File: config.mk
export PLATFORM = sky130hd
export DESIGN_NAME = demux41_dist
export DESIGN_NICKNAME = d
export VERILOG_FILES = /design/src/rtl/demux41_dist_pkg.sv /design/src/rtl/demux41_dist_chan_reg.sv /design/src/rtl/demux41_dist.sv
export SDC_FILE = /design/constraint.sdc
export NUM_CORES = 1
export LEC_CHECK = 0
export CORE_MARGIN = 10
export CORE_UTILIZATION = 44
export DETAILED_ROUTE_END_ITERATION = 10
export GPL_TIMING_DRIVEN = 0
export PLACE_DENSITY_LB_ADDON = 0.05
export SLEW_MARGIN = 20
export SYNTH_ARGS = -nofsm -noshare
export SYNTH_HDL_FRONTEND = slang
export SYNTH_SLANG_ARGS = --single-unit
File: constraint.sdc
create_clock -name CLK -period 2.2 [get_ports CLK]
set_input_delay 0.33 -clock CLK [delete_from_list [all_inputs] [get_ports CLK]]
set_output_delay 0.33 -clock CLK [all_outputs]
set_load 0.01 [all_outputs]
File: src/rtl/demux41_dist_pkg.sv
// Shared constants for the 1-to-4 registered data distributor.
package demux41_dist_pkg;

  // Number of output channels and the width of a channel index.
  localparam int NCH  = 4;
  localparam int CH_W = 2;

  // MODE input encodings.
  localparam logic MODE_SEL = 1'b0;  // channel chosen by {S1,S0}
  localparam logic MODE_RR  = 1'b1;  // channel chosen by round-robin pointer

endpackage

File: src/rtl/demux41_dist_chan_reg.sv
// One output channel: a 1-deep holding register with a valid bit and a
// consumer acknowledge. full_n tells the producer side the register can
// take a word this cycle (empty, or being drained right now).
module demux_chan_reg #(
  parameter int WIDTH = 8
) (
  input  logic             clk,
  input  logic             rst_n,
  input  logic             wr,
  input  logic [WIDTH-1:0] din,
  input  logic             ack,
  output logic [WIDTH-1:0] y,
  output logic             v,
  output logic             full_n
);

  logic [WIDTH-1:0] y_q;
  logic             v_q;

  // Hold register: a write wins over an ack; an ack alone only drops valid,
  // the data stays visible on y.
  // NOTE: sequential state uses non-blocking (<=) so every register samples
  // its inputs from before the edge, independent of statement order.
  always_ff @(posedge clk or negedge rst_n) begin
    if (!rst_n) begin
      y_q <= '0;
      v_q <= 1'b0;
    end else if (wr) begin
      y_q <= din;
      v_q <= 1'b1;
    end else if (ack) begin
      v_q <= 1'b0;
    end
  end

  assign y      = y_q;
  assign v      = v_q;
  assign full_n = !v_q || ack;

endmodule

File: src/rtl/demux41_dist.sv
// Registered 1-to-4 data distributor. One word per VALID_IN/READY_IN
// handshake is steered to a channel chosen by {S1,S0} or by a round-robin
// pointer; each channel back-pressures only the words aimed at it.
module demux41_dist
  import demux41_dist_pkg::*;
#(
  parameter int WIDTH = 8
) (
  input  logic             CLK,
  input  logic             RST_N,
  input  logic [WIDTH-1:0] DIN,
  input  logic             VALID_IN,
  output logic             READY_IN,
  input  logic             MODE,
  input  logic             SYNC,
  input  logic             S1,
  input  logic             S0,
  input  logic [NCH-1:0]   ACK,
  output logic [WIDTH-1:0] Y0,
  output logic [WIDTH-1:0] Y1,
  output logic [WIDTH-1:0] Y2,
  output logic [WIDTH-1:0] Y3,
  output logic [NCH-1:0]   V,
  output logic             FRAME
);

  logic [CH_W-1:0]             ptr_q, ptr_d;
  logic                        frame_q, frame_d;
  logic [CH_W-1:0]             eptr, tgt;
  logic                        accept;
  logic [NCH-1:0]              wr;
  logic [NCH-1:0]              full_n;
  logic [NCH-1:0][WIDTH-1:0]   y_all;

  // Target selection, handshake, per-channel write strobes and next pointer.
  // NOTE: every signal gets a default at the top of always_comb so no path
  // leaves it unassigned, which would otherwise infer a latch.
  always_comb begin
    eptr    = SYNC ? '0 : ptr_q;
    tgt     = (MODE == MODE_RR) ? eptr : {S1, S0};
    accept  = VALID_IN && full_n[tgt];
    wr      = '0;
    for (int i = 0; i < NCH; i++) begin
      wr[i] = accept && (tgt == CH_W'(i));
    end
    // SYNC clears the pointer even when nothing is transferred.
    ptr_d   = ((MODE == MODE_RR) && accept) ? eptr + CH_W'(1) : eptr;
    frame_d = (MODE == MODE_RR) && accept && (eptr == CH_W'(NCH - 1));
  end

  assign READY_IN = full_n[tgt];

  // Round-robin pointer and end-of-frame pulse.
  always_ff @(posedge CLK or negedge RST_N) begin
    if (!RST_N) begin
      ptr_q   <= '0;
      frame_q <= 1'b0;
    end else begin
      ptr_q   <= ptr_d;
      frame_q <= frame_d;
    end
  end

  for (genvar g = 0; g < NCH; g++) begin : g_chan
    demux_chan_reg #(.WIDTH(WIDTH)) u_chan (
      .clk    (CLK),
      .rst_n  (RST_N),
      .wr     (wr[g]),
      .din    (DIN),
      .ack    (ACK[g]),
      .y      (y_all[g]),
      .v      (V[g]),
      .full_n (full_n[g])
    );
  end

  assign Y0    = y_all[0];
  assign Y1    = y_all[1];
  assign Y2    = y_all[2];
  assign Y3    = y_all[3];
  assign FRAME = frame_q;

endmodule

**Routed metal per tile**

The bar under the picture is 20 microns long. The die is cut into 16 by 16 equal tiles; dark purple is low, yellow is high, scaled to the fullest tile. Values are wire area over tile area, all layers added.
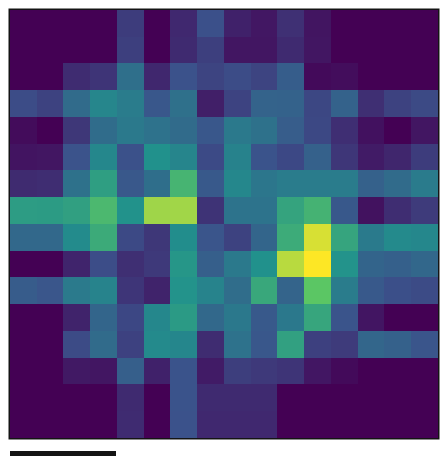
mean over tiles = 0.099
fullest tile = 0.43
tiles over half the peak = 10%
emptiest ninth of the die = north-east
nearly empty tiles = 23%
All-Layer GR Usage: 12.6%
vias post-DR: 1143
average wire per standard cell: 17.1 microns
total routed wirelength: 3960 microns

**Clock distribution**

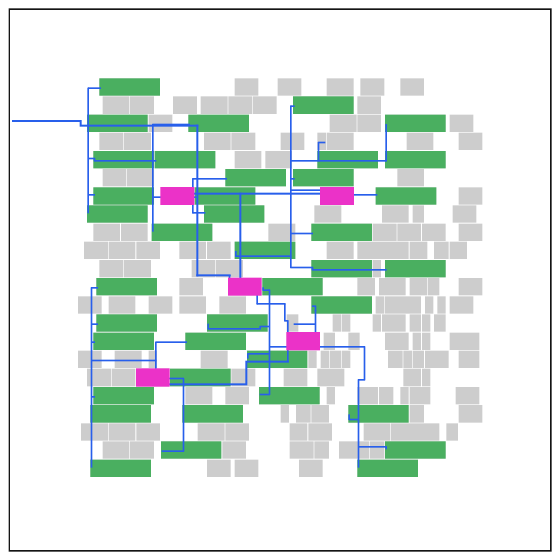
blue -> clock wires  # length 449 microns
magenta -> clock drivers  # count 5
green -> flip-flops  # count 39
routed clock nets = 6
power share of the clock group: 20.8%
Clock Skews: 6.05 ps
Clock net power: 0.000449 W

==> notes.md <==
Results of the flow run.

The main area contributors are sky130_fd_sc_hd__dfrtp_1, sky130_fd_sc_hd__mux2_2, sky130_fd_sc_hd__nand2_1, sky130_fd_sc_hd__buf_4, sky130_fd_sc_hd__nor2b_1. Static timing analysis puts the maximum clock frequency at 476 MHz. The number of well-tap cells placed stands at 48.

CTS placed an instance of sky130_fd_sc_hd__clkbuf_8 at the clock tree root. The synthesized netlist was found by Yosys to have 118 cells. The clock tree buffer depth stands at 2.

The synthesis report gives the async set-or-reset register share as 100%. The via count of the first global-routing pass was 1230. The number of resized instances in the post-cts repair step stands at 6. Among cell families on the critical path, the largest total delay comes from AND-OR/OR-AND gates.

The full die area stands at 6540 sq um. The post-route utilization of the core is recorded as 64.9%. Synthesis instantiated 22 different standard cells from the library.

The post-synthesis instance area stands at 1630 sq um. The part of the power in combinational logic stands at 34.1%. The script reports the combined buffer and inverter count of the critical path as 1. According to the I/O placement log, the pin count is 57. The largest individual stage delay along the critical path comes from the cell sky130_fd_sc_hd__dfrtp_1. The static leakage power stands at 1.05 nW. 0 antenna diodes ended up in the layout.

The internal power of the cells stands at 0.00157 W. The critical path is of the reg2reg type. The logic area stands at 607 sq um.

According to the dpl log, the detail-placed design has an HPWL of 3040 microns. The buffer count excluding the clock tree in the final layout stands at 64. In this run the tools logged warnings totalling 26. The transition time recorded at the tightest slew-check pin is 563 ps.

The total setup violations reported at the end of the flow stands at 0. The launch point of the worst register-to-register path is recorded as ptr_q[0]$_DFF_PN0_. The starting utilization of the core area stands at 44.9%. The final estimated routing congestion in global placement stands at 0.817. For the worst reg-to-reg path, the endpoint reported by OpenROAD is ptr_q[1]$_DFF_PN0_. The area added between synthesis and finish stands at 44.6%. In this run the core area contains 22 standard-cell rows.

The fraction of final cell area spent on clock buffers and inverters in this run is 3.45%. STA classifies the critical path startpoint as a flip-flop. The die height stands at 80.9 microns. The commonest cells after synthesis are sky130_fd_sc_hd__dfrtp_1, sky130_fd_sc_hd__mux2_2, sky130_fd_sc_hd__nand2_1. The flow reported a cell area power density of 915 nW/um^2. The biggest slice of the total power is consumed by registers.

The area taken by sequential standard cells is reported as 976 sq um. The fraction of the yosys area taken by sequential cells stands at 59.8%. The core region is 3630 sq um.

In this run, power in combinational logic comes to 0.000736 W. IR analysis of the VDD net gives a maximum drop of 0.000633 V. The delay of the slowest cell on the worst path stands at 380 ps.

Setup slack on the worst reg-to-reg path comes out at 100 ps. In the final layout, multi-input gates take up 25.7% of the cell area. The analysis attributes to net switching a power of 0.000587 W. The synthesis report names the predominant flop master as sky130_fd_sc_hd__dfrtp_1.

At the later pin of the worst-skew pair, clock insertion delay measures 280 ps. Multi-input combinational cells in the finished layout were counted as 68. The number of levels the H-tree was split into stands at 2. In this run the worst setup path begins at ptr_q[0]$_DFF_PN0_. Sorting the synthesis cell report by count puts at the top sky130_fd_sc_hd__dfrtp_1. TritonCTS built the clock tree. The number of buffers created by CTS stands at 5. Registers are responsible for 45.1% of the overall power. The relative slew slack stands at 62.4%. The detailed-routing iteration count for the pre-antenna-repair pass stands at 4. The final hold slack stands at 382 ps. The worst setup path is captured at a flip-flop. The antenna violation net count after detailed routing stands at 0. The maximum fanout along the worst path stands at 3. The endpoint of the worst hold path is reported as g_chan[2].u_chan.v$_DFFE_PN0P_. According to the timing report, the critical path is captured at ptr_q[1]$_DFF_PN0_. In this run the horizontal extent of the chip is 80.9 microns. The final layout report lists a filler cell count of 303.

The fraction of cell area in sequential cells is reported as 41.4%. The number of hold buffers added after cts stands at 1. The first-pass GRT wire length stands at 6220 microns. The sink count of the clock tree stands at 39.

After the last flow step, the layout net total stands at 203. Looking at the area split, the leading class of cells is sequential cells. Net switching is 27.2% of the power.

The layout cell share with drive strength beyond 1 stands at 28.8%. Max-cap violations in this run came to 0. The number of antenna violations at the first check in global routing is 0. Per the GRT congestion report, total overflow comes to 0. After synthesis, the chip area reported by Yosys is 1630 sq um. The arrival time at the worst endpoint stands at 2270 ps. The cell count of the worst hold path stands at 3. The power report lists the sequential group at 0.000973 W. Entering global routing, the biggest net connects 33 pins. Once synthesis finished, the tally of register bits stood at 39. The final timing summary puts the cycle share of the worst path at 95.4%. The proportion of netlist area held by the largest area contributor stands at 59.8%. In this run the most critical hold path is launched from VALID_IN. Input and output buffers added on the ports amount to 54.

Per the final report, max-transition violations number 0. For reference, the critical path cell chain is nor2b_2 -> a32o_2 -> a32o_2 -> buf_4 -> nor4_4 -> mux2_1. The cell that appears most often on the critical path is sky130_fd_sc_hd__a32o_2.

The via-per-instance ratio stands at 4.93. The average instance in the mapped netlist occupies 13.8 sq um. The hold violation count in the final report stands at 0. The layout clock buffer count stands at 7. The post-synth count of flops with an enable pin is 0. The run finished with clean final reports. Per the OpenROAD timing report, the critical path contains 6 cells. The setup fix buffers added after clock tree synthesis stands at 0. In this run, the number of DRC markers left after iteration 0 of detailed routing was 59. The clock slew at the register clock pins of the worst setup and hold paths stands at 70 ps.

The count of inverters other than clock inverters in the layout stands at 5. Data on the critical path is required at its endpoint by 2370 ps. The number of nets handed over by synthesis was 138. The number of warnings reported in the yosys synthesis log stands at 0. The non-clock buffer share of cell area stands at 26.1%.

The final layout contains a sequential cell count of 39. The final timing report derives a shortest allowable period of 2100 ps. The routed layout reports a DRC error count of 0.

The type recorded for the worst min-delay path is in2reg. The synthesized design spends more area on one cell type than any other, namely sky130_fd_sc_hd__dfrtp_1. The synthesized netlist handed to floorplanning was reported with a cell count of 118.
[cells by family after synthesis]
logic type	after synthesis	synth area share [%]
compound gates	8	4.22
xor+xnor	1	0.537
fa+ha+maj	1	0.767
buf+inv	11	3.53
flops	39	59.8
mux	33	22.8
simple gates	25	8.36
[layer usage]
layer  up-vias  share of wire (%)  global-route usage, %
met5         -                  0                      0
met4         0               0.91                   4.15
met3         4                 11                   6.51
met2        41                 51                   21.5
met1       557                 37                   13.1
li1        541                  -                      -
[cells in the final DEF, fill, tap and decap left out, drive strengths merged]
cell and count:
clkdlybuf4s50 50, dfrtp 39, mux2 33, buf 10, nand2 9, clkbuf 8
inv 5, nand3 4, nor2b 4, a32o 4, nor2 3, a21oi 2
nand2b 2, nor4 2, a211oi 1, xor2 1, and2 1, a311oi 1
ha 1, clkinv 1, dlygate4sd3 1, dlymetal6s2s 1, dlygate4sd2 1
[flip-flops by register name, indices dropped and copies added, names as in the netlist]
name	count
ptr_q	2
g_chan.u_chan.v	4
g_chan.u_chan.y	32
FRAME	1
[worst reg2reg max path, cell delays in order, from the launching register on]
cell and delay [ps]:
sky130_fd_sc_hd__dfrtp_1 380, sky130_fd_sc_hd__nor2b_2 180, sky130_fd_sc_hd__a32o_2 290, sky130_fd_sc_hd__a32o_2 290, sky130_fd_sc_hd__buf_4 140, sky130_fd_sc_hd__nor4_4 350, sky130_fd_sc_hd__mux2_1 360
[stage by stage]
stage	setup slack (ps)	setup TNS, ps	power [W]	cell area [sq um]	instances
final	101	0	0.00216	2360	232
after global placement	-468	-3750	0.00170	2230	220
after CTS	2.48	0	0.00218	2330	230
after floorplan	329	0	0.00127	1630	118
after detailed placement	-512	-2680	0.00173	2250	221
after global routing	-3.43	-3.43	0.00229	2360	232
No activity file was given, so power comes from the tool's default toggle rates.
